===== src/rtl/mux_stage_pkg.sv =====
// Shared helpers for the mux_stage selector.
//   sel_in_range : 1 when a select index addresses a real input
//   word_base    : bit offset of word i inside a packed bus of WL-bit words
package mux_stage_pkg;

  function automatic logic sel_in_range(input int sel, input int num_in);
    return sel < num_in;
  endfunction

  function automatic int word_base(input int i, input int wl);
    return i * wl;
  endfunction

endpackage


===== src/rtl/mux_stage_mux.sv =====
// Combinational NUM_IN:1 word selector.
//   in_bus : packed inputs, input i at in_bus[i*WL +: WL]
//   sel    : index of the input to forward
//   word   : selected word (0 when sel is out of range)
//   err    : 1 when sel >= NUM_IN
module mux_n
  import mux_stage_pkg::*;
#(
  parameter int WL     = 32,
  parameter int NUM_IN = 4,
  parameter int SEL_W  = $clog2(NUM_IN)
) (
  input  logic [NUM_IN*WL-1:0] in_bus,
  input  logic [SEL_W-1:0]     sel,
  output logic [WL-1:0]        word,
  output logic                 err
);

  always_comb begin
    word = '0;
    err  = !sel_in_range(int'(sel), NUM_IN);
    for (int i = 0; i < NUM_IN; i++) begin
      if (int'(sel) == i) word = in_bus[word_base(i, WL) +: WL];
    end
  end

endmodule


===== src/rtl/mux_stage.sv =====
// Registered NUM_IN:1 word selector with valid/ready handshake and a skid
// register, so in_ready can be a flop while still giving full throughput.
//   clk, rst   : clock, synchronous active-high reset
//   in_bus     : packed inputs, input i at in_bus[i*WL +: WL]
//   sel        : index of the input to forward
//   in_valid   : upstream word + sel valid
//   in_ready   : stage can accept (registered, low only while the skid is full)
//   flush      : discard every held word
//   out_data   : selected word (registered)
//   out_err    : out_data came from an out-of-range sel
//   out_valid  : out_data/out_err valid
//   out_ready  : downstream accepts
module mux_stage
  import mux_stage_pkg::*;
#(
  parameter int WL     = 32,
  parameter int NUM_IN = 4,
  parameter int SEL_W  = $clog2(NUM_IN)
) (
  input  logic                 clk,
  input  logic                 rst,
  input  logic [NUM_IN*WL-1:0] in_bus,
  input  logic [SEL_W-1:0]     sel,
  input  logic                 in_valid,
  output logic                 in_ready,
  input  logic                 flush,
  output logic [WL-1:0]        out_data,
  output logic                 out_err,
  output logic                 out_valid,
  input  logic                 out_ready
);

  logic [WL-1:0] word_p0;
  logic          err_p0;
  logic [WL-1:0] skid_data;
  logic          skid_err;
  logic          skid_valid;
  logic          accept;
  logic          main_free;

  mux_n #(
    .WL    (WL),
    .NUM_IN(NUM_IN),
    .SEL_W (SEL_W)
  ) u_mux (
    .in_bus(in_bus),
    .sel   (sel),
    .word  (word_p0),
    .err   (err_p0)
  );

  assign in_ready  = !skid_valid;
  assign accept    = in_valid && in_ready;
  // Main register may be overwritten when empty or handing its word off now.
  assign main_free = !out_valid || out_ready;

  // Stage boundary: selected word -> main (out_*) / skid registers
  always_ff @(posedge clk) begin
    if (rst) begin
      out_valid  <= 1'b0;
      out_data   <= '0;
      out_err    <= 1'b0;
      skid_valid <= 1'b0;
    end else if (flush) begin
      out_valid  <= 1'b0;
      skid_valid <= 1'b0;
    end else if (main_free) begin
      if (skid_valid) begin
        // Older skid word goes first; accept is impossible while skid is full.
        out_data   <= skid_data;
        out_err    <= skid_err;
        out_valid  <= 1'b1;
        skid_valid <= 1'b0;
      end else if (accept) begin
        out_data  <= word_p0;
        out_err   <= err_p0;
        out_valid <= 1'b1;
      end else begin
        out_valid <= 1'b0;
      end
    end else if (accept) begin
      // Main is stalled: park the word, in_ready drops next cycle.
      skid_data  <= word_p0;
      skid_err   <= err_p0;
      skid_valid <= 1'b1;
    end
  end

endmodule


===== config.mk =====
export PLATFORM = sky130hd
export DESIGN_NAME = mux_stage
export DESIGN_NICKNAME = d
export VERILOG_FILES = /design/src/rtl/mux_stage_pkg.sv /design/src/rtl/mux_stage_mux.sv /design/src/rtl/mux_stage.sv
export SDC_FILE = /design/constraint.sdc
export NUM_CORES = 1
export LEC_CHECK = 0
export CAP_MARGIN = 25
export CELL_PAD_IN_SITES_DETAIL_PLACEMENT = 0
export CELL_PAD_IN_SITES_GLOBAL_PLACEMENT = 2
export CORE_ASPECT_RATIO = 0.8
export CORE_UTILIZATION = 27
export CTS_CLUSTER_DIAMETER = 120
export DETAILED_ROUTE_END_ITERATION = 10
export PLACE_DENSITY = 0.95
export SLEW_MARGIN = 10
export SYNTH_ARGS = -nofsm -noshare
export SYNTH_HDL_FRONTEND = slang
export SYNTH_SLANG_ARGS = --single-unit
export TNS_END_PERCENT = 50

===== constraint.sdc =====
create_clock -name clk -period 14.6 [get_ports clk]
set_clock_uncertainty 0.05 [all_clocks]
set_input_delay 2.19 -clock clk [delete_from_list [all_inputs] [get_ports clk]]
set_output_delay 2.19 -clock clk [all_outputs]
set_load 0.05 [all_outputs]

**The clock network**

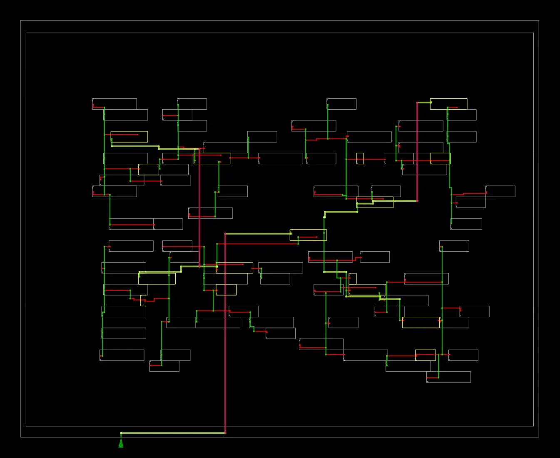
clk_lat worst skew: 0.33 ns
flop count: 66
clk pwr: 207 uW
Layout clock buffers: 14
CTS buffer count: 9

**Logic cells by family**

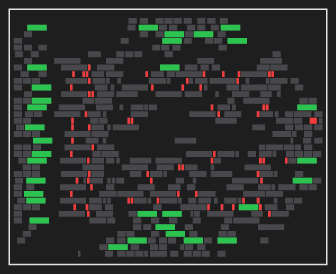
mux cells -> green  # cells 32, where widely spread
nand cells -> red  # cells 66
Comb/total area: 30.0%
Finished Layout Cells: 595
most used logic cell in the final layout: clkdlybuf4s50_1

**I/O pins on the die edge**

Pins as bars across the die edge, other pins in grey.
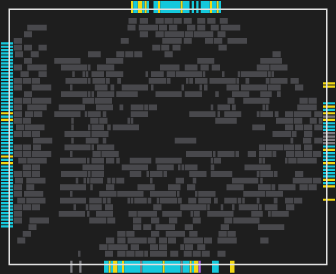
`out_data` -> yellow  # pins 32, direction output, edge 10 east, 10 south, 8 north, 4 west
`in_bus` -> cyan  # pins 128, direction input, edge 52 west, 35 south, 27 north, 14 east
`in_ready` -> purple  # pins 1, direction output, edge south
all pins by edge = 56 west, 50 south, 35 north, 29 east

==> job_summary.md <==
### Metrics collected by this job

| Metric | Value |
|---|---|
| Dpl cells | `579` |
| First-pass GRT wire length | `15800 um` |
| Largest logic family | `multiplexers` |
| Setup TNS | `0 ns` |
| Finished Core Util | `44.7%` |
| Synth mux share | `20.6%` |
| Worst setup SP type | `flip-flop` |
| Initial antenna violation count | `0` |
| Root Buffer | `clkbuf_16` |
| Iteration count of the initial detailed-routing pass | `4` |
| Postcts setup bufs | `0` |
| Input/output buffers | `168` |
| Critical path buffers and inverters | `2` |
| Status | `complete, no violations` |
| Met2 usage | `27.6%` |
| DRC Markers | `0` |
| Initial drt markers | `147` |
| CP max-delay cell | `dfxtp_2` |
| Seq share, synth | `47.0%` |
| Syn nets | `402` |
| Top flop regs | `out_data x32, skid_data x32` |
| Chip Width | `129 um` |
| Period utilization | `29.4%` |
| Seq pwr share | `38.3%` |
| Yosys Chip Area | `3490 sq um` |
| Worst r2r dst | `out_data[27]` |
| Syn avg cell area | `13.1 sq um` |
| Flops after synth | `66` |
| Comb gate area | `1660 sq um` |
| Crit path time final | `4.30 ns` |
**Supply network**

Pins as bars on the die edge.
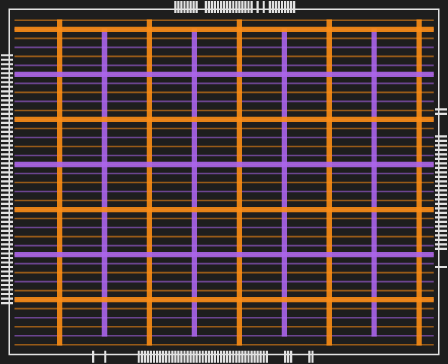
VDD -> purple
VSS -> orange
met4 straps = 9
signal pins = 170
met1 rails = 37
met5 straps = 7
Core Area: 12400 sq um
Max VDD drop: 0.0491 mV

**M1 wires**

Supply wires on this layer in grey.
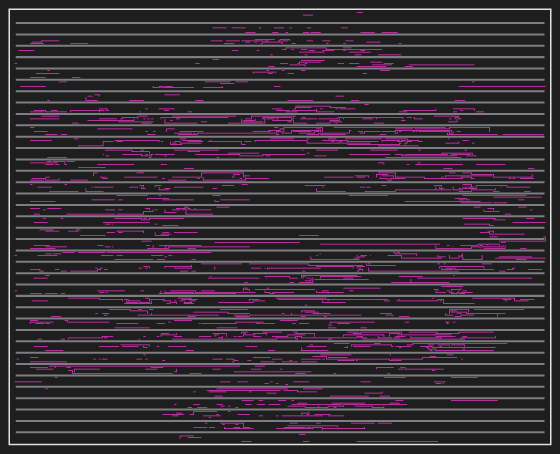
nets with wire on the layer = 466
longest straight run = 45.5 um
share of all routed wire = 40%
met1 Use GR: 17.1%
Routed WL: 9810 um
via count: 2854

[synth_stat cells]
master,n,area share [%]
a21oi_1,32,4.6
nor2_1,1,0.11
mux4_2,32,21
dfxtp_1,34,19
a311oi_2,31,13
buf_4,2,0.43
buf_6,9,2.9
and2_4,1,0.25
a211oi_1,1,0.21
conb_1,1,0.11
clkinv_1,1,0.11
buf_2,5,0.72
nor4_1,2,0.36
clkbuf_1,15,1.6
a311oi_1,1,0.25
nand2b_1,1,0.18
edfxtp_1,32,27
o21ba_1,1,0.29
nand2_1,65,7.0
[placed cells by master (no fill, tap or decap), types with 2 or more instances in the layout]
master and count:
a21oi_1 32, a311oi_2 31, buf_2 3, buf_4 2
clkbuf_16 9, clkbuf_8 4, clkdlybuf4s50_1 165, clkinv_2 2
dfxtp_1 33, edfxtp_1 32, mux4_2 32, nand2_1 65
[how the worst min path moves through the flow]
stage | to | slack [ns] | cells past startpoint | startpoint
finish | out_data[4] | 0.48 | 2 | out_data[4]
global route | out_data[4] | 0.52 | 2 | out_data[4]
global placement | out_data[4] | 0.47 | 2 | out_data[4]
detailed placement | out_data[4] | 0.49 | 2 | out_data[4]
CTS | out_data[4] | 0.50 | 2 | out_data[4]
floorplan | out_data[4] | 0.48 | 2 | skid_data[4]
[power by group through the flow]
stage	Combinational [mW]	Sequential (mW)	Clock, mW
floorplan	0.0485	0.232	0
global placement	0.123	0.210	0
detailed placement	0.127	0.210	0
CTS	0.127	0.206	0.213
global route	0.134	0.207	0.223
finish	0.126	0.206	0.207
[worst reg2reg max path: cells and delay by family, from the launching register on]
| kind | cells | cell delay, ns |
|---|---|---|
| DFF | 1 | 0.78 |
| and+or+nand+nor | 1 | 0.63 |
| AOI/OAI and AO/OA | 2 | 0.92 |
Power and IR drop assume default switching activity.
